==> config.mk <==
export PLATFORM = sky130hd
export DESIGN_NAME = div_16x8
export DESIGN_NICKNAME = d
export VERILOG_FILES = /design/src/rtl/div_16x8.sv
export SDC_FILE = /design/constraint.sdc
export NUM_CORES = 1
export LEC_CHECK = 0
export ABC_AREA = 1
export CAP_MARGIN = 20
export CORE_AREA = 3 3 125 91
export CTS_CLUSTER_DIAMETER = 80
export CTS_CLUSTER_SIZE = 30
export DETAILED_ROUTE_END_ITERATION = 10
export DIE_AREA = 0 0 128 94
export GPL_TIMING_DRIVEN = 0
export PLACE_DENSITY_LB_ADDON = 0.1
export SETUP_SLACK_MARGIN = 0.15
export SLEW_MARGIN = 20
export SYNTH_ARGS = -nofsm -noshare
export SYNTH_HDL_FRONTEND = slang
export SYNTH_SLANG_ARGS = --single-unit
==> constraint.sdc <==
create_clock -name clk -period 1.96 [get_ports clk]
set_clock_uncertainty 0.15 [all_clocks]
set_input_delay 0.294 -clock clk [delete_from_list [all_inputs] [get_ports clk]]
set_output_delay 0.294 -clock clk [all_outputs]
set_load 0.02 [all_outputs]
Figure 1. Local utilization.
(3 px per um) 13 x 9 tiles, from dark blue (low) to red (high), 0 to 100% covered.
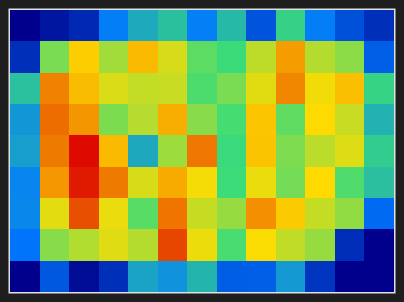
mean over tiles = 54%
fullest tile = 99%
nearly empty tiles = 4.3%
core box area: 10240 sq um
fp util: 44.70%

Figure 2. Placed cells, one color a class.
(3 px per um)
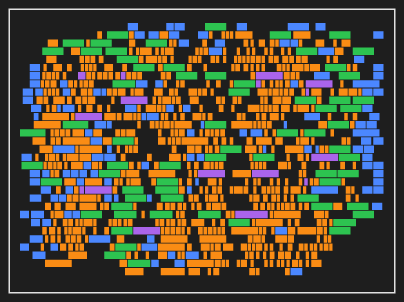
green -> flip-flops  # cells 68
orange -> all other logic  # cells 619
blue -> other buffers and delay cells  # cells 124
purple -> clock drivers and dummy loads  # cells 16
Layout Utilization: 64.59%
Design Area, Final: 6614 sq um
Seq area share: 20.85%
Rows: 31

Figure 3. The metal 1 layer.
(4 px per um) Supply wires on this layer in gray.
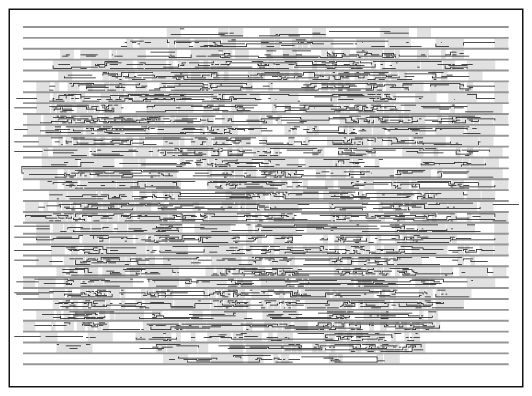
main direction = horizontal
share of all routed wire = 47%
longest straight run = 40.0 um
nets with wire on the layer = 808
wire length on this layer = 7440 um
via count: 5196
drt total wl: 15670 um
met1 Use GR: 37.26%

Figure 4. Placed standard cells.
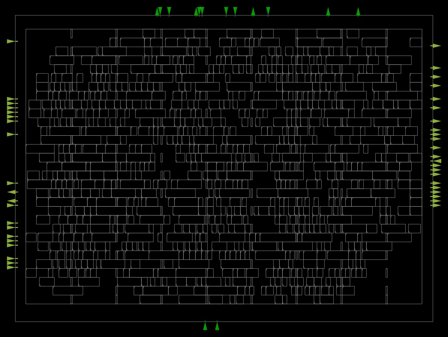
Flop Count: 68
Layout Cells excl Fill: 959

Figure 5. Wires at chosen ports, followed through buffers.
(2 px per um)
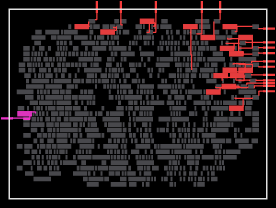
magenta -> out_valid  # bits 1, direction output, end cells 1, buffers 1, wire 18.3 um
red -> Q  # bits 16, direction output, end cells 16, buffers 16, wire 296 um
Top Ports: 56
count of input and output buffers: 53

==> impl_metrics.env <==
# flow metrics
export IMPL_dominant_cells="logic gates"
export IMPL_ant_nets=0
export IMPL_setup_viol=0
export IMPL_grt_ovfl_total=0
export IMPL_synthTopCellsByArea="dfxtp_1, nand2_1, a21oi_1"
export IMPL_buffers=124
export IMPL_netlist_instances=713
export IMPL_grt_pass1_wl_um=23690
export IMPL_peakVddDrop_mv=1.256
export IMPL_crit_family="buffers and inverters"
export IMPL_slowest_stage="dfxtp_4"
export IMPL_die_x_um=128
export IMPL_p_clk_share_pct=13.4
export IMPL_viasPerCell=5.418
export IMPL_num_nonclk_inverters=81
export IMPL_ys_warnings_count=0
export IMPL_pg_clk_mw=1.60
export IMPL_p_leak_nw=2.864
export IMPL_worst_slew_pin_slew_ns=0.6902
export IMPL_status="finished, final reports clean"
export IMPL_ys_seq_share_pct=29.74
export IMPL_drive_above_1_share_pct=24.67
export IMPL_area_growth_pct=44.51
export IMPL_setup_tns_ns=0
export IMPL_most_common_cell="nand2_1"
export IMPL_top_area_cell="dfxtp_1"
export IMPL_place_area_sq_um=5275
export IMPL_cp_buffers_inverters=4
export IMPL_fp_nets=760
export IMPL_synth_cellmix_compoundShare_pct=16.87
export IMPL_clockRootBuffer="clkbuf_16"
export IMPL_cts_tree="done"
export IMPL_synth_cellmix_simpleShare_pct=33.57
export IMPL_edf_count=0
export IMPL_comb_cells=538
export IMPL_logic_area_sq_um=3244
export IMPL_post_dp_hpwl_um=10820
export IMPL_clk_pin_slew_ns=0.06
export IMPL_dp_cells=898
export IMPL_slowest_delay_ns=0.39
export IMPL_whs_ns=0.2248
export IMPL_dr_wl_met3_um=1496
export IMPL_wl_per_cell_um=16.34
export IMPL_period_needed_ns=1.875
export IMPL_hold_buffers=0
export IMPL_use_met2_pct=36.28
export IMPL_top_cells_by_count="nand2_1, inv_1, nor2_1"
export IMPL_yosysUniqueCellTypes=43
export IMPL_place_ws_ns=-0.5338
export IMPL_cts_resized=80
export IMPL_clock_path_buffers=2
export IMPL_finalCritPeriodShare_pct=95.68
export IMPL_layout_top_cells="nand2_1, a21oi_1, nor2_1, nand3_1, dfxtp_1"
export IMPL_dieArea_sq_um=12030
export IMPL_worst_path_stages=10
export IMPL_die_h_um=94
export IMPL_holdCritPathClass="input port to register"
export IMPL_pwr_share_seq_pct=19.1
export IMPL_cts_setup_buffers=25
export IMPL_ys_cells=713
export IMPL_setup_slack_ns=0.08467
export IMPL_grt_setup_unrepaired="yes"
export IMPL_p_comb_share_pct=67.4
export IMPL_ys_sh_xor_pct=4.019
export IMPL_ys_sh_adder_pct=5.358
export IMPL_numCtsBuffers=9
export IMPL_syn_avg_cell_area_sq_um=6.419
export IMPL_synth_top_cell_area_share_pct=29.74
export IMPL_slew_violations=0
export IMPL_cp_start_kind="register"
export IMPL_nWellTaps=132
export IMPL_p_per_area_nw_per_um2=1803
export IMPL_initialDrtViolationCount=369
export IMPL_diodes=0
export IMPL_cts_num_sinks=68
export IMPL_power_mw=11.92
export IMPL_ys_ff=68
export IMPL_cp_required_ns=2.05
export IMPL_drv_cap=0
export IMPL_internal_power_mw=6.058
export IMPL_hold_violations=0
export IMPL_rr_worst_depth=10
export IMPL_flop_cell="dfxtp_1"
export IMPL_swShare_pct=49.20
export IMPL_grt_antenna_before_repair=0
export IMPL_fillers=903
export IMPL_seq_power_mw=2.28
export IMPL_r2r_slack_ns=0.08
export IMPL_clock_buffers=11
export IMPL_wl_met2_um=6455
export IMPL_ys_area_sq_um=4577
export IMPL_grt_pass1_vias=4654
export IMPL_drc=0
export IMPL_drt_met1_wl_um=7436
export IMPL_regArea_sq_um=1379
export IMPL_crit_path_cell_trace="inv_4 > ha_4 > buf_12 > o21ai_4 > nand2_8 > buf_12 > clkinv_8 > nand2_4 > nor2_4 > nor2_2"
export IMPL_use_met3_pct=6.307
export IMPL_power_group_top="combinational cells"
export IMPL_ys_sh_mux_pct=0
export IMPL_clock_area_share_pct=4.313
export IMPL_comb_power_mw=8.04
export IMPL_power_net_switching_mw=5.866
export IMPL_endpoint_kind="register"
export IMPL_comb_share_pct=49.05
export IMPL_routabilityCongestion=0.9009
export IMPL_crit_top_cell="buf_12"
export IMPL_grt_busiest_layer="met1"
export IMPL_layout_top_cell="nand2_1"
export IMPL_grt_start_max_net_pins=12
export IMPL_nets=869
export IMPL_fmax_ghz=0.5332
export IMPL_topCombFamilyByArea="simple AND/OR/NAND/NOR gates"
export IMPL_synth_area_sq_um=4577
export IMPL_grtUsageTotal_pct=25.24
export IMPL_crit_path_max_fanout=8
export IMPL_clk_latency_ns=0.34
export IMPL_tool_warnings=33
export IMPL_first_pass_iters=5
export IMPL_hold_depth=3
export IMPL_synthArstFlopShare_pct=0
export IMPL_bufAreaShareNonClock_pct=18.05
export IMPL_dr_max_layer_used="met4"
export IMPL_cp_arrival_ns=1.96
export IMPL_slew_headroom_pct=53.98
export IMPL_critical_path_class="register to register"
export IMPL_cts_max_level=3
